### src/rtl/instr_fetch.sv
// instr_fetch: picoMIPS fetch stage. Drives the external PC's increment and
// relative-branch controls, holds the fetched word in a valid/ready
// instruction register, and counts decoder back-pressure cycles.
module instr_fetch #(
  parameter int Psize = 6,
  parameter int Isize = 20
) (
  input  logic             clk,
  input  logic             reset,
  input  logic [Psize-1:0] pc_in,
  input  logic [Isize-1:0] rom_data,
  output logic             PCincr,
  output logic             PCrelbranch,
  output logic [Psize-1:0] Branchaddr,
  input  logic             br_take,
  input  logic [Psize-1:0] br_target,
  input  logic             halt_req,
  output logic [Isize-1:0] ir,
  output logic [Psize-1:0] ir_pc,
  output logic             ir_valid,
  input  logic             ir_ready,
  output logic [7:0]       stall_cycles
);

  typedef enum logic [1:0] {IDLE, RUN, HALT} state_t;

  state_t state;
  logic   room;

  // ir can take a new word when it is empty or being consumed this cycle
  assign room = !ir_valid || ir_ready;

  // PC commands: only issued in RUN, branch beats fetch, nothing under reset
  always_comb begin
    PCincr      = 1'b0;
    PCrelbranch = 1'b0;
    Branchaddr  = '0;
    if (reset && state == RUN) begin
      if (br_take) begin
        PCrelbranch = 1'b1;
        // PC adds Branchaddr+1, so pre-subtract the 1 to land on br_target
        Branchaddr  = br_target - pc_in - Psize'(1);
      end else if (room) begin
        PCincr = 1'b1;
      end
    end
  end

  // state machine, instruction register and saturating stall counter
  always_ff @(posedge clk) begin
    if (!reset) begin
      state        <= IDLE;
      ir           <= '0;
      ir_pc        <= '0;
      ir_valid     <= 1'b0;
      stall_cycles <= '0;
    end else begin
      if (ir_valid && !ir_ready && stall_cycles != 8'hFF)
        stall_cycles <= stall_cycles + 8'd1;
      case (state)
        IDLE: state <= RUN;
        RUN: begin
          if (br_take) begin
            ir_valid <= 1'b0;
          end else if (room) begin
            ir       <= rom_data;
            ir_pc    <= pc_in;
            ir_valid <= 1'b1;
          end
          if (halt_req) state <= HALT;
        end
        HALT: begin
          // let a pending instruction drain, never refill
          if (ir_valid && ir_ready) ir_valid <= 1'b0;
        end
        default: state <= IDLE;
      endcase
    end
  end

endmodule

### config.mk
export PLATFORM = sky130hd
export DESIGN_NAME = instr_fetch
export DESIGN_NICKNAME = d
export VERILOG_FILES = /design/src/rtl/instr_fetch.sv
export SDC_FILE = /design/constraint.sdc
export NUM_CORES = 1
export LEC_CHECK = 0
export CORE_ASPECT_RATIO = 1.4
export CORE_UTILIZATION = 35
export CTS_CLUSTER_SIZE = 24
export DETAILED_ROUTE_END_ITERATION = 16
export PLACE_DENSITY_LB_ADDON = 0.15
export SLEW_MARGIN = 20
export SYNTH_ARGS = -nofsm -noshare
export SYNTH_HDL_FRONTEND = slang
export SYNTH_SLANG_ARGS = --single-unit
### constraint.sdc
create_clock -name clk -period 2.86 [get_ports clk]
set_clock_uncertainty 0.05 [all_clocks]
set_input_delay 0.286 -clock clk [delete_from_list [all_inputs] [get_ports clk]]
set_output_delay 0.286 -clock clk [all_outputs]
set_load 0.1 [all_outputs]
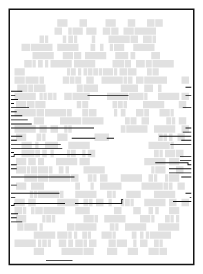
Figure 1: run 1, met3 routing.
Scale: 3 px per µm.
main direction = horizontal
wire length on this layer = 314 µm
share of all routed wire = 7.7%
nets with wire on the layer = 45
Post-Route WL: 4080 µm
M3 GR Usage: 0.0663
vias post-DR: 1688

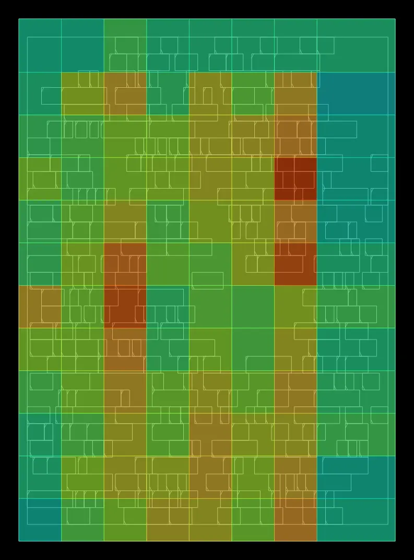
Figure 2: run 1, congestion heat map.
most used routing layer: met2
Finished Core Util: 0.570

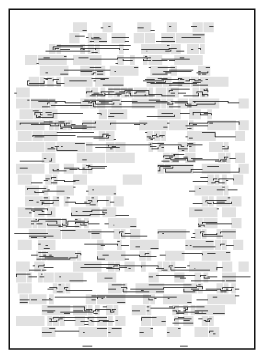
Figure 3: run 1, M1 wires.
Scale: 4 px per µm.
longest straight run = 18.4 µm
main direction = horizontal
met1 Use GR: 0.178

==> impl_metrics.toml, run 1 <==
# implementation run metrics
[outcome]
status = "completed"

[placement]
gp_congestion = 0.697
hpwl_um = 2990
pre_cts_ws_ns = 0.105
portBuffers = 79
dpl_cell_area_um2 = 2540
place_inst = 345

[routing]
vias_per_cell = 4.78
postRouteAntennaNets = 0
first_pass_iters = 4
remaining_drc_errors = 0
wl_per_cell_um = 11.5
drt_iter0_markers = 53

[synthesis]
synth_cells = 208
synth-cells-yosys = 208
ys_seq_share = 0.435
synth_nets = 252
ys_top_cells_by_area = "dfxtp_1, nand2_1, a21oi_1"
synthDistinctLibCells = 40
ys_chip_area_um2 = 1700
ys.flops = 37
synthArstFlopShare = 0
yosys.area.top_type_share = 0.435
yosys_warnings = 0
top_area_cell = "dfxtp_1"
avgSynthCellArea_um2 = 8.19
syn_area_um2 = 1700
synth-edff-count = 0
ff_type = "dfxtp_1"

[cells_and_area]
fin_area_um2 = 2630
area_growth_pct = 54.3
logic_area_um2 = 878
diodes = 0
fillers = 456
instances_no_fill = 353
nets = 334
drive_gt1_frac = 0.223
regArea_um2 = 741

[clock_network]
clockRootBuffer = "clkbuf_8"
holdBufCountCts = 0
postCtsSetupBuffers = 0
htreeDepth = 2
clk_latency_ns = 0.28
clock-sinks = 37
clockBufferDepth = 2
cts_resized = 0
cts_buffers = 5
clk_pin_slew_worst_paths_ns = 0.07
cts_tree = "yes"

[die]
initial_core_util = 0.370
boundaryPins = 80
die-height_um = 84.6
core-area_um2 = 4610
rows = 29
die-area_um2 = 5160
die_x_um = 61.0

[final_timing]
setup_slack_ns = 0.179
period_used_share = 0.937
worst_slew_pin_slew_ns = 0.655
finalMaxSlewViolations = 0
fin_crit_ns = 2.68
fin_hold_ws_ns = 0.404
maxSlewHeadroom = 0.563
setup_violations = 0
hold_viol_final = 0
finalSetupTns_ns = 0
rsz0062_at_grt = "false"
max_freq_mhz = 373

[setup_path]
crit_type = "in -> out"
rrSetupSlack_ns = 1.25
worstPathArrival_ns = 2.34
startpoint_type = "primary input"
r2r-start = "stall_cycles[0]"
required_ns = 2.52
crit_path_end_kind = "output pin"
r2r_end = "stall_cycles[5]"
cp-startpoint = "pc_in[1]"
r2r_cells = 5
crit_fanout = 2

[pwr]
p_sw_mw = 0.464
seq_power_share = 0.427
pwr-share-comb = 0.307
report.power.total_mw = 1.30
p_leak_nw = 1.08
p_clk_frac = 0.267
power_density_nw_per_um2 = 493
p_int_mw = 0.832
irDropWorstVdd_mv = 0.249
swShare = 0.358

[worst_hold_path]
min_path_cells = 2
hp-class = "reg -> reg"
hold_end = "ir[19]"
worstHoldStart = "ir[19]"

[job]
warning_count = 26
max_cap_viol_count = 0

[grt]
grt_max_degree = 38
grt_pass1_vias = 1546
grt_pass1_wl_um = 6710
overflow = 0
antenna_found_initial = 0
grtUsageTotal = 0.172
globalRouteMet2Util = 0.299
[run 1: how the worst max path moves through the flow]
stage	end	slack, ns	depth (start not counted)
6_report	Branchaddr[5]	0.18	8
5_1_grt	Branchaddr[5]	0.07	8
4_1_cts	Branchaddr[5]	0.1	8
3_5_place_dp	Branchaddr[5]	0.10	8
3_3_place_gp	Branchaddr[5]	0.14	8
2_1_floorplan	Branchaddr[4]	0.05	8
[run 1: cells by family after synthesis]
kind of cell	Yosys count	synth area share
buffers and inverters	21	0.0631
XOR/XNOR	3	0.0154
flip-flops	37	0.435
AND-OR/OR-AND	53	0.184
adder cells (fa/ha/maj)	7	0.0558
AND/OR/NAND/NOR	86	0.241
multiplexers	1	0.00587
[run 1: power groups by stage]
stage | registers, mW | clock network [mW] | logic, mW
finish | 0.553 | 0.346 | 0.397
global route | 0.557 | 0.377 | 0.422
CTS | 0.553 | 0.359 | 0.400
detailed placement | 0.565 | 0 | 0.399
global placement | 0.564 | 0 | 0.398
floorplan | 0.713 | 0 | 0.127
[run 1: cell type report]
class                   count  share of cell area
multi-input cells         150               0.334
repair buffers             83               0.305
flip-flops and latches     37               0.282
well taps                  62              0.0295
clock buffers               6              0.0276
inverters                  13              0.0186
clock inverters             2             0.00381
[run 1: state kept, by name (all words and copies together), names as in the netlist]
name,count
ir_valid,1
stall_cycles,8
ir,20
ir_pc,6
state,2
[run 1: critical path: stages]
cell and delay, ns:
clkdlybuf4s50_1 0.47, inv_1 0.05, ha_1 0.32, a211oi_2 0.26
o21ai_0 0.17, a2111o_1 0.42, o21ai_1 0.14, buf_12 0.21
[run 1: cell usage after synthesis, types with 2 or more instances]
| master | instances |
|---|---|
| xor2_1 | 3 |
| a211oi_1 | 4 |
| nor3_1 | 3 |
| buf_6 | 2 |
| nand2_1 | 54 |
| or3_1 | 2 |
| ha_1 | 6 |
| dfxtp_1 | 37 |
| inv_1 | 12 |
| nand4_1 | 2 |
| o21ai_0 | 7 |
| nor2b_1 | 4 |
| buf_2 | 3 |
| nand3_1 | 4 |
| a21oi_1 | 33 |
| nor2_1 | 8 |
[run 1: per-layer routing]
metal,part of all wire,up-vias
met4,0.019,0
met1,0.39,767
li1,-,866
met2,0.51,50
met5,0,-
met3,0.077,5
[run 1: cells in the final DEF, fill, tap and decap left out, types with 2 or more instances in the layout]
cell type,synthesis,layout
or3_1,2,2
o21ai_0,7,6
clkinv_2,0,2
clkdlybuf4s50_1,0,36
a21oi_1,33,33
nor3_2,0,3
a211oi_1,4,3
xor2_1,3,3
clkbuf_8,1,5
nor2b_1,4,4
dfxtp_1,37,37
ha_1,6,6
buf_12,0,7
nor2_1,8,7
nand4_1,2,2
inv_1,12,12
nand2_1,54,54
buf_4,0,40
nand3_1,4,4
Figure 4. Ports around the boundary (run 1).
Scale: 6 px per µm. Pins as bars across the die edge, other pins in grey.
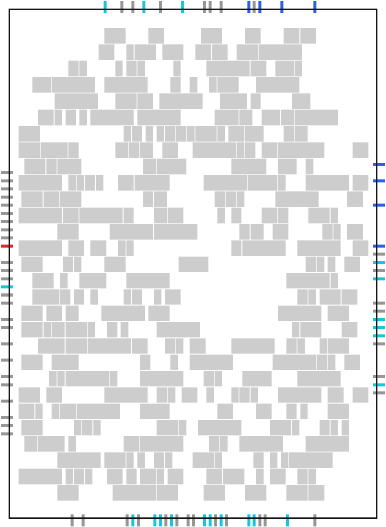

==> run 1 -> run 2 <==
- CORE_UTILIZATION: 35 -> 44
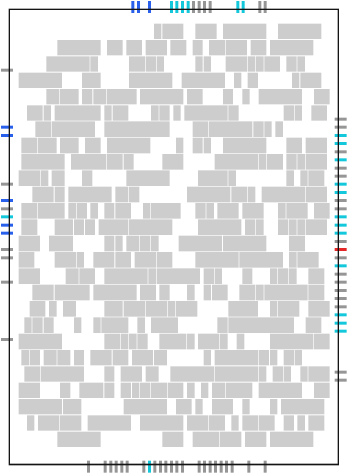
Figure 5: run 2, ports around the boundary.
Scale: 6 px per µm. Pins as bars across the die edge, other pins in grey.
PCincr -> red  # pins 1, direction output, edge east
rom_data -> cyan  # pins 20, direction input, edge 12 east, 6 north, 1 south, 1 west
stall_cycles -> blue  # pins 8, direction output, edge 5 west, 3 north
I/O Buffers: 79
Die Height: 75.6 µm
DIE WIDTH: 54.6 µm

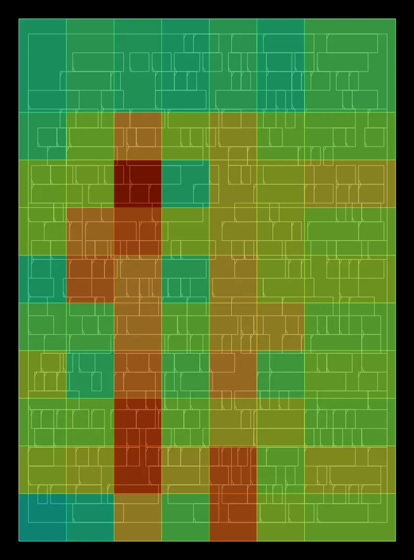
Figure 6: run 2, congestion heat map.
met1 Use GR: 0.229
wire length per cell: 13.2 µm

==> impl_metrics.toml, run 2 <==
# implementation run metrics
[routing]
vias_per_cell = 5.16
first_pass_iters = 4
wl_met3_um = 279
drt_iter0_markers = 44
highest_layer = "met4"
met1_length_um = 1660
postRouteAntennaNets = 0
wl_met2_um = 2360
remaining_drc_errors = 0

[die]
rows = 26
core-area_um2 = 3680
initial_core_util = 0.464
die-area_um2 = 4130
boundaryPins = 80

[final_timing]
fin_hold_ws_ns = 0.406
period_used_share = 0.945
finalSetupTns_ns = 0
setup_violations = 0
maxSlewHeadroom = 0.577
finalMaxSlewViolations = 0
hold_viol_final = 0
rsz0062_at_grt = "false"
max_freq_mhz = 370

[grt]
grt_pass1_wl_um = 6380
grt_pass1_vias = 1446
antenna_found_initial = 0
grtUsageTotal = 0.215

[clock_network]
clk_pin_slew_worst_paths_ns = 0.07
clockBufferDepth = 2
clock-sinks = 37
holdBufCountCts = 0
cts_resized = 0
postCtsSetupBuffers = 0
htreeDepth = 2
cts_tree = "yes"
cts_buffers = 5
clockRootBuffer = "clkbuf_8"

[setup_path]
r2r_end = "stall_cycles[5]"
startpoint_type = "primary input"
crit_path_end_kind = "output pin"
r2r_cells = 5
critical_path_buf_inv_count = 3
r2r-start = "stall_cycles[0]"
crit_fanout = 2
required_ns = 2.52
cp_top_family = "AND-OR/OR-AND gates"
worstPathArrival_ns = 2.37
crit_slowest_cell = "clkdlybuf4s50_1"
crit_chain = "clkdlybuf4s50_1 -> inv_1 -> ha_1 -> a211oi_1 -> o21ai_0 -> a2111o_1 -> o21ai_1 -> buf_12"
crit_type = "in -> out"
rrSetupSlack_ns = 1.23
crit_path_max_incr_delay_ns = 0.47

[synthesis]
yosys_warnings = 0
top_area_cell = "dfxtp_1"
synthDistinctLibCells = 40
ys_chip_area_um2 = 1700
synth-edff-count = 0
ys_seq_share = 0.435
ys.flops = 37
avgSynthCellArea_um2 = 8.19
ff_type = "dfxtp_1"
synth_cells = 208
synthArstFlopShare = 0
synth.most_common_cell = "nand2_1"
synth-cells-yosys = 208
yosys.area.top_type_share = 0.435
ys_top_cells_by_area = "dfxtp_1, nand2_1, a21oi_1"
syn_area_um2 = 1700

[cells_and_area]
area_growth_pct = 55.3
reg_top3 = "ir: 20 flops, stall_cycles: 8 flops, ir_pc: 6 flops"
fillers = 314
regMostFlops = "ir"
logic_area_um2 = 873
diodes = 0
largest_register_ffs = 20
final_cell_mix = "nand2_1, buf_4, dfxtp_1"
fin_area_um2 = 2650
regArea_um2 = 741
layout_top_cell = "nand2_1"
nets = 333
utilization = 0.720

[job]
warning_count = 26

[pwr]
power_density_nw_per_um2 = 566
p_leak_nw = 1.10
irDropWorstVdd_mv = 0.446

[worst_hold_path]
hp-class = "reg -> reg"
min_path_cells = 2
hold_end = "ir[19]"

[placement]
gp_congestion = 0.872
hpwl_um = 3180

[outcome]
status = "completed"
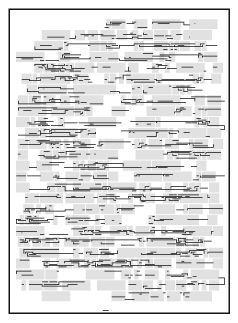
Figure 7: run 2, M1 wires.
Scale: 4 px per µm.
wire length on this layer = 1660 µm
share of all routed wire = 38%
longest straight run = 18.4 µm
main direction = horizontal
nets with wire on the layer = 278
vias post-DR: 1712
Post-Route WL: 4380 µm

## run 2: final cells by class
class | instances | area share
sequential | 37 | 0.280
clock buffer | 5 | 0.0260
clock inverter | 3 | 0.0260
inverter | 13 | 0.0184
multi-input combinational | 150 | 0.330
timing repair buffer | 82 | 0.300
tap | 42 | 0.0199
## run 2: stage by stage
stage | setup WS, ns | power [mW] | std cells
CTS | 0.172 | 1.51 | 332
global placement | 0.181 | 0.959 | 324
finish | 0.157 | 1.50 | 332
floorplan | 0.0546 | 0.840 | 208
global route | 0.0347 | 1.55 | 332
detailed placement | 0.190 | 0.962 | 324
## run 2: worst max-delay path by stage
stage	start	end	slack (ns)	depth (start not counted)
floorplan	pc_in[0]	Branchaddr[4]	0.05	8
global placement	pc_in[1]	Branchaddr[5]	0.18	8
detailed placement	pc_in[1]	Branchaddr[5]	0.19	8
CTS	pc_in[1]	Branchaddr[5]	0.17	8
global route	pc_in[1]	Branchaddr[5]	0.03	8
finish	pc_in[1]	Branchaddr[5]	0.16	8
## run 2: power by group
group / leakage [nW] / switching (mW) / internal (mW)
clock: 0.0687 / 0.197 / 0.351
sequential: 0.301 / 0.0155 / 0.538
combinational: 0.730 / 0.272 / 0.123
## run 2: kinds of logic (layout without fill, tap and decap cells)
family | Yosys count | in the layout | share of synthesized area
adder cells (fa/ha/maj) | 7 | 7 | 0.0558
multiplexers | 1 | 1 | 0.00587
flip-flops | 37 | 37 | 0.435
AND/OR/NAND/NOR | 86 | 86 | 0.241
AND-OR/OR-AND | 53 | 53 | 0.184
buffers and inverters | 21 | 103 | 0.0631
XOR/XNOR | 3 | 3 | 0.0154
## run 2: per-layer routing
layer	global-route usage	up-vias
met1	0.229	777
li1	-	865
met5	0	-
met3	0.0439	8
met2	0.394	62
met4	0.0883	0
## run 2: worst reg2reg max path, cell delays in order, from the launching register on
cell     delay [ns]
dfxtp_1        0.37
ha_1           0.26
nand3_1        0.15
o21ai_4        0.11
or4_1          0.48
a21oi_1        0.15
==> run 2 -> run 3 <==
- SLEW_MARGIN: 20 -> default
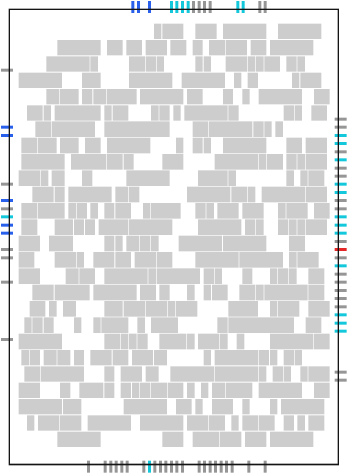
Figure 8: run 3, ports around the boundary.
Scale: 6 px per µm. Pins as bars across the die edge, other pins in grey.
stall_cycles -> blue  # pins 8, direction output, edge 5 west, 3 north
rom_data -> cyan  # pins 20, direction input, edge 12 east, 6 north, 1 south, 1 west
PCincr -> red  # pins 1, direction output, edge east

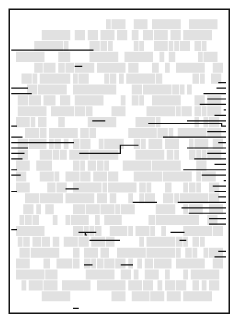
Figure 9: run 3, met3 routing.
Scale: 4 px per µm.
wire length on this layer = 279 µm
share of all routed wire = 6.4%
longest straight run = 20.2 µm
M3 GR Usage: 0.0439

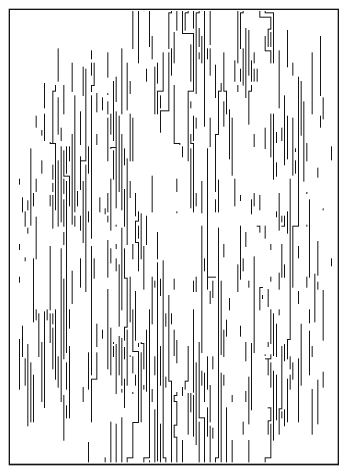
Figure 10: run 3, the metal 2 layer.
Scale: 6 px per µm.
wire length on this layer = 2360 µm
longest straight run = 38.2 µm
share of all routed wire = 54%
main direction = vertical
met2 usage: 0.394

==> impl_metrics.toml, run 3 <==
# implementation run metrics
[routing]
first_pass_iters = 4
postRouteAntennaNets = 0
wl_per_cell_um = 13.2
drt_iter0_markers = 44
vias_per_cell = 5.16
remaining_drc_errors = 0
vias = 1712
drt-total-wl_um = 4380

[clock_network]
htreeDepth = 2
clockBufferDepth = 2
cts_tree = "yes"
holdBufCountCts = 0

[outcome]
status = "completed"

[pwr]
p_leak_nw = 1.10
pwr-share-comb = 0.264
p_int_mw = 1.01
power_density_nw_per_um2 = 566
p_sw_mw = 0.484
seq_power_share = 0.370
p_clk_frac = 0.366
swShare = 0.324

[final_timing]
hold_viol_final = 0
finalSetupTns_ns = 0
rsz0062_at_grt = "false"
period_used_share = 0.945
finalMaxSlewViolations = 0
setup_violations = 0

[setup_path]
cp_top_family = "AND-OR/OR-AND gates"
worstPathArrival_ns = 2.37
startpoint_type = "primary input"
crit_chain = "clkdlybuf4s50_1 -> inv_1 -> ha_1 -> a211oi_1 -> o21ai_0 -> a2111o_1 -> o21ai_1 -> buf_12"
r2r_cells = 5
crit_path_end_kind = "output pin"
crit_type = "in -> out"
required_ns = 2.52
crit_fanout = 2
cp_num_cells = 8
crit_slowest_cell = "clkdlybuf4s50_1"

[synthesis]
ff_type = "dfxtp_1"
ys_sh_simple = 0.241
ys_seq_share = 0.435
logic_family = "simple AND/OR/NAND/NOR gates"
ys.flops = 37
synth-cells-yosys = 208
xor_share = 0.0154
yosys.area.top_type_share = 0.435
ys_top_cells_by_area = "dfxtp_1, nand2_1, a21oi_1"
synth_cells = 208
yosys_warnings = 0
synth-edff-count = 0
ys_chip_area_um2 = 1700
syn_area_um2 = 1700
synth.most_common_cell = "nand2_1"
mux_share = 0.00587

[die]
die-area_um2 = 4130
rows = 26
core-area_um2 = 3680
boundaryPins = 80
initial_core_util = 0.464

[placement]
hpwl_um = 3180
portBuffers = 79
gp_congestion = 0.872

[cells_and_area]
reg_top3 = "ir: 20 flops, stall_cycles: 8 flops, ir_pc: 6 flops"
layout_top_cell = "nand2_1"
regMostFlops = "ir"
largest_register_ffs = 20
fillers = 314

[job]
warning_count = 26

[grt]
antenna_found_initial = 0
grt_pass1_vias = 1446
grt_pass1_wl_um = 6380
## run 3: layout make-up
type,count,area [µm²],share of cell area
Clock buffer,5,68.8,0.0260
Inverter,13,48.8,0.0184
Sequential cell,37,741,0.280
Clock inverter,3,68.8,0.0260
Timing Repair Buffer,82,793,0.300
Multi-Input combinational cell,150,873,0.330
Tap cell,42,52.6,0.0199
## run 3: cells by family after synthesis
logic type / after synthesis
muxes: 1
adders and majority gates: 7
DFF: 37
xor gates and xnor gates: 3
buffers and inverters: 21
AOI/OAI and AO/OA: 53
and+or+nand+nor: 86
## run 3: worst paths after layout
path              startpoint         endpoint  slack, ns
max                 pc_in[1]    Branchaddr[5]       0.16
min                   ir[19]           ir[19]       0.41
max reg2reg  stall_cycles[0]  stall_cycles[5]       1.23
min reg2reg           ir[19]           ir[19]       0.41
## run 3: metal layers
layer / up-vias / share of wire / track usage
li1: 865 / - / -
met3: 8 / 0.064 / 0.0439
met2: 62 / 0.54 / 0.394
met5: - / 0 / 0
met1: 777 / 0.38 / 0.229
met4: 0 / 0.019 / 0.0883
## run 3: worst register-to-register path, stage by stage (launching register included)
cell	delay (ns)
dfxtp_1	0.37
ha_1	0.26
nand3_1	0.15
o21ai_4	0.11
or4_1	0.48
a21oi_1	0.15
## run 3: power by group through the flow
stage               clock network, mW  logic (mW)  registers, mW
floorplan                           0       0.127          0.713
global placement                    0       0.394          0.564
detailed placement                  0       0.396          0.566
CTS                             0.555       0.398          0.554
global route                    0.578       0.417          0.557
finish                          0.548       0.396          0.554
## run 3: metrics by stage
step | cell area, µm² | hold WS (ns) | std cells | setup slack, ns | power, mW
after floorplan | 1720 | 0.331 | 208 | 0.0546 | 0.840
after global placement | 2510 | 0.392 | 324 | 0.181 | 0.959
after detailed placement | 2510 | 0.398 | 324 | 0.190 | 0.962
after CTS | 2650 | 0.408 | 332 | 0.172 | 1.51
after global routing | 2650 | 0.428 | 332 | 0.0347 | 1.55
final | 2650 | 0.406 | 332 | 0.157 | 1.50
Power figures rest on the tool's default switching activity, not on a simulated workload.
